Figure 1. Wiring by layer.
Scale: 4 px per micron. Only two layers are drawn.
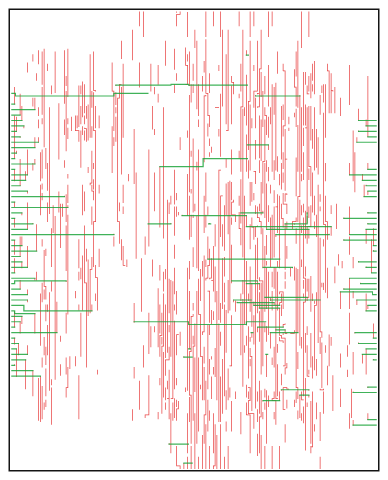
Figure 2. Pin placement.
Scale: 4 px per micron. Pins as bars across the die edge, other pins in grey.
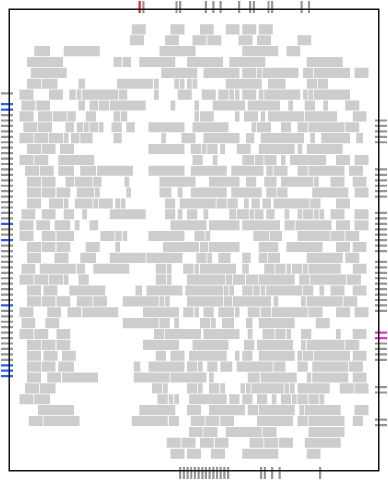
Figure 3. Cell sizes after repair.
Scale: 4 px per micron.
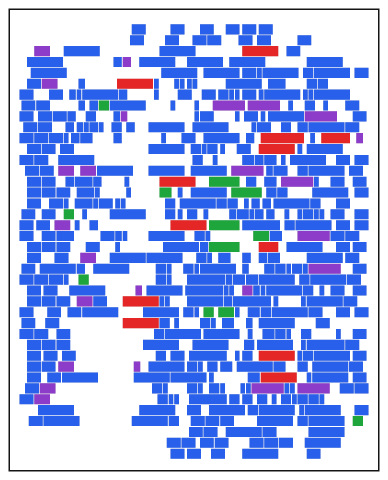
**src/rtl/dtc_share_arbiter.sv**
```systemverilog
// Round-robin time-share of one combinational classifier; accept -> EVAL -> RESP, response 2 cycles after accept.
// A stalled response (rsp_ready=0) closes the accept window, so no requester is granted until it drains.
module dtc_share_arbiter #(
  parameter int NREQ   = 4,
  parameter int FEAT_W = 8,
  parameter int CLS_W  = 2,
  parameter int CNT_W  = 16
) (
  input  logic                              clk,
  input  logic                              rst_n,
  input  logic [NREQ-1:0]                   req_valid,
  input  logic [NREQ*FEAT_W-1:0]            req_feat,
  output logic [NREQ-1:0]                   req_ready,
  output logic [FEAT_W-1:0]                 cls_feat,
  input  logic [CLS_W-1:0]                  cls_class,
  output logic                              rsp_valid,
  input  logic                              rsp_ready,
  output logic [$clog2(NREQ)-1:0]           rsp_id,
  output logic [CLS_W-1:0]                  rsp_class,
  input  logic                              clr_stats,
  output logic [(1<<CLS_W)*CNT_W-1:0]       stat_cnt,
  output logic                              busy
);

  localparam int ID_W = $clog2(NREQ);
  localparam int NCLS = 1 << CLS_W;

  localparam logic [1:0] S_IDLE = 2'd0;
  localparam logic [1:0] S_EVAL = 2'd1;
  localparam logic [1:0] S_RESP = 2'd2;

  logic [1:0]        state_q;
  logic [ID_W-1:0]   ptr_q;
  logic [ID_W-1:0]   id_q;
  logic [FEAT_W-1:0] feat_q;
  logic [ID_W-1:0]   rsp_id_q;
  logic [CLS_W-1:0]  rsp_class_q;
  logic [CNT_W-1:0]  cnt_q [NCLS];

  logic              accept_win;
  logic              gnt_any;
  logic [ID_W-1:0]   gnt_idx;
  logic              accept;

  // Reset gates the window so req_ready reads 0 while rst_n is low.
  assign accept_win = rst_n && ((state_q == S_IDLE) || ((state_q == S_RESP) && rsp_ready));
  assign accept     = accept_win && gnt_any;

  // First valid requester at or after ptr, wrapping.
  always_comb begin
    logic [ID_W-1:0] idx_v;
    gnt_any = 1'b0;
    gnt_idx = '0;
    idx_v   = '0;
    for (int k = 0; k < NREQ; k++) begin
      idx_v = ID_W'((int'(ptr_q) + k) % NREQ);
      if (!gnt_any && req_valid[idx_v]) begin
        gnt_any = 1'b1;
        gnt_idx = idx_v;
      end
    end
  end

  always_comb begin
    req_ready = '0;
    if (accept) req_ready[gnt_idx] = 1'b1;
  end

  always_ff @(posedge clk or negedge rst_n) begin
    if (!rst_n) begin
      state_q <= S_IDLE;
    end else begin
      case (state_q)
        S_IDLE:  if (accept) state_q <= S_EVAL;
        S_EVAL:  state_q <= S_RESP;
        S_RESP:  if (rsp_ready) state_q <= accept ? S_EVAL : S_IDLE;
        default: state_q <= S_IDLE;
      endcase
    end
  end

  always_ff @(posedge clk or negedge rst_n) begin
    if (!rst_n) begin
      ptr_q  <= '0;
      id_q   <= '0;
      feat_q <= '0;
    end else if (accept) begin
      ptr_q  <= ID_W'((int'(gnt_idx) + 1) % NREQ);
      id_q   <= gnt_idx;
      feat_q <= req_feat[gnt_idx*FEAT_W +: FEAT_W];
    end
  end

  always_ff @(posedge clk or negedge rst_n) begin
    if (!rst_n) begin
      rsp_id_q    <= '0;
      rsp_class_q <= '0;
    end else if (state_q == S_EVAL) begin
      rsp_id_q    <= id_q;
      rsp_class_q <= cls_class;
    end
  end

  // Clear takes priority over a same-cycle EVAL increment.
  always_ff @(posedge clk or negedge rst_n) begin
    if (!rst_n) begin
      for (int k = 0; k < NCLS; k++) cnt_q[k] <= '0;
    end else if (clr_stats) begin
      for (int k = 0; k < NCLS; k++) cnt_q[k] <= '0;
    end else if ((state_q == S_EVAL) && (cnt_q[cls_class] != {CNT_W{1'b1}})) begin
      cnt_q[cls_class] <= cnt_q[cls_class] + CNT_W'(1);
    end
  end

  for (genvar k = 0; k < NCLS; k++) begin : g_stat
    assign stat_cnt[k*CNT_W +: CNT_W] = cnt_q[k];
  end

  assign cls_feat  = feat_q;
  assign rsp_valid = (state_q == S_RESP);
  assign rsp_id    = rsp_id_q;
  assign rsp_class = rsp_class_q;
  assign busy      = (state_q != S_IDLE);

endmodule

```
**config.mk**
```make
export PLATFORM = sky130hd
export DESIGN_NAME = dtc_share_arbiter
export DESIGN_NICKNAME = d
export VERILOG_FILES = /design/src/rtl/dtc_share_arbiter.sv
export SDC_FILE = /design/constraint.sdc
export NUM_CORES = 1
export LEC_CHECK = 0
export CAP_MARGIN = 30
export CORE_AREA = 2 2 90 113
export CTS_CLUSTER_DIAMETER = 120
export DETAILED_ROUTE_END_ITERATION = 10
export DIE_AREA = 0 0 92 115
export PLACE_DENSITY = 0.79
export RECOVER_POWER = 100
export SETUP_SLACK_MARGIN = 0.5
export SYNTH_ARGS = -nofsm -noshare
export SYNTH_HDL_FRONTEND = slang
export SYNTH_SLANG_ARGS = --single-unit
```
**constraint.sdc**
```tcl
create_clock -name clk -period 6.2 [get_ports clk]
set_clock_uncertainty 0.05 [all_clocks]
set_input_delay 1.24 -clock clk [delete_from_list [all_inputs] [get_ports clk]]
set_output_delay 1.24 -clock clk [all_outputs]
set_load 0.1 [all_outputs]
```
==> tab_implementation.tex <==
% Table of physical implementation metrics
\begin{tabular}{lr}
\hline
Metric & Value \\
\hline
\multicolumn{2}{l}{\textbf{Outcome}} \\
Result of the run & finished, violations left \\
Violations in the final reports & capacitance limit, slew limit \\
\multicolumn{2}{l}{\textbf{Synthesis}} \\
Yosys synthesis warning count & 0 \\
Area fraction in full adders, half adders and majority gates & 0.01399 \\
Post-synth tally of flip-flops with integrated enable & 0 \\
Flip-flop and latch count after synthesis & roughly 82 \\
Top flip-flop cell by instance count after synthesis & sky130\_fd\_sc\_hd\_\_dfrtp\_1 \\
Post-synthesis cell count from yosys & about 380 \\
Yosys xor share & 0.02741 \\
Chip area estimate from yosys synthesis & 4473 sq um \\
Mean cell area of the mapped netlist & around 12 sq um \\
\multicolumn{2}{l}{\textbf{Route}} \\
Amount of wire on met2 after detailed routing & $\sim$5300 microns \\
Highest metal layer with signal wires & met4 \\
Total via count in the routed design & around 3500 \\
DRT met1 WL & 4322 microns \\
Pre-antenna DRT Iters & 4 \\
\multicolumn{2}{l}{\textbf{Finish}} \\
Num sequential & roughly 82 \\
Count of multi-input gates & about 270 \\
Count of clock-net buffers in the final layout & 11 \\
Biggest area consumer among cell classes & multi-input combinational cells \\
Nonclk inv count & 6 \\
Most frequent logic cell in the layout & sky130\_fd\_sc\_hd\_\_dfrtp\_1 \\
Nets@finish & roughly 540 \\
Diode count & 0 \\
Sequential cell area & $\sim$2100 sq um \\
Fraction of final layout cells sized beyond drive strength 1 & 0.09780 \\
\multicolumn{2}{l}{\textbf{Place}} \\
Worst slack at placement & about 1.2 ns \\
Final Wtd Congestion & between 0.8 and 0.9 \\
Placed standard-cell area & approximately 5700 sq um \\
Placed cells & 611 \\
Detailed placer's ending HPWL & 7537 microns \\
\multicolumn{2}{l}{\textbf{STA}} \\
Count of final max-slew check failures & $\sim$46 \\
Final-layout setup total negative slack & 0 ns \\
Fin crit period & roughly 5.4 ns \\
Final count of negative-setup-slack endpoints & 0 \\
Actual slew at the worst max-slew pin & $\sim$2.4 ns \\
\multicolumn{2}{l}{\textbf{Floorplan}} \\
Die outline area & 10580 sq um \\
Core Footprint & around 9500 sq um \\
Number of ports placed on the die boundary & around 120 \\
DIE WIDTH & $\sim$90 microns \\
Tapcells inserted & 126 \\
\multicolumn{2}{l}{\textbf{Clocking}} \\
CTS H-tree depth & 3 \\
Buffer count from post-CTS setup fixing & 0 \\
Worst skew pair latency & 0.34 ns \\
CTS Root Buffer Type & sky130\_fd\_sc\_hd\_\_clkbuf\_16 \\
\multicolumn{2}{l}{\textbf{Run}} \\
Max\_cap viols & 1 \\
\multicolumn{2}{l}{\textbf{Min path}} \\
Worst Hold End & rsp\_id[0] \\
Hold Crit Depth & 2 \\
\multicolumn{2}{l}{\textbf{Critical path}} \\
Reg-to-Reg Start & stat\_cnt[48] \\
FF-to-FF End & stat\_cnt[24] \\
Largest incremental delay on the critical path & 0.88 ns \\
Crit path cell chain & clkdlybuf4s50\_1 -> nand2b\_1 -> nor2b\_1 -> o22ai\_1 -> buf\_4 -> ha\_1 -> and2\_1 -> clkbuf\_1 \\
Internal reg-to-reg setup slack & about 3 ns \\
\multicolumn{2}{l}{\textbf{Power}} \\
Worst IR drop on VDD & approximately 0.29 mV \\
\multicolumn{2}{l}{\textbf{Global route}} \\
Gr ovfl total & 0 \\
M2 GR Usage & 0.3515 \\
Number of global-route vias before repair & about 3600 \\
Most Crowded Layer GR & met2 \\
Total track usage & 0.2102 \\
Met3 routing resource usage after global routing & 0.04849 \\
\hline
\end{tabular}
About Figure 1:
- green: met3 (wire length 727 microns)
- red: met2 (wire length 5310 microns)

About Figure 2:
- magenta: cls_class (pins 2; direction input; edge east)
- red: busy (pins 1; direction output; edge north)
- blue: cls_feat (pins 8; direction output; edge west)

About Figure 3:
- blue: drive 1 or less (cells 452; share 90%; most used dfrtp_1)
- green: drive 3 to 4 (cells 12; share 2.4%; most used buf_4)
- purple: drive 2 (cells 25; share 5.0%; most used mux2_2)
- red: drive 6 and up (cells 12; share 2.4%; most used clkbuf_16)

[power by group]
group,leakage [nW],internal (mW),switching [mW]
Sequential,1.10,0.609,0.0499
Clock,0.149,0.321,0.208
Combinational,1.39,0.237,0.672
[tightest hold or removal path, cell delays in order (launching register included)]
cell	delay, ns
sky130_fd_sc_hd__dfrtp_1	0.34
sky130_fd_sc_hd__nand2_1	0.05
sky130_fd_sc_hd__nand2_1	0.05
[registers in the layout, summed over array words and instances (netlist names)]
register / flops
state_q: 2
rsp_id: 2
rsp_class: 2
ptr_q: 2
id_q: 2
stat_cnt: 64
cls_feat: 8
Power is estimated from default activity; no workload was simulated.
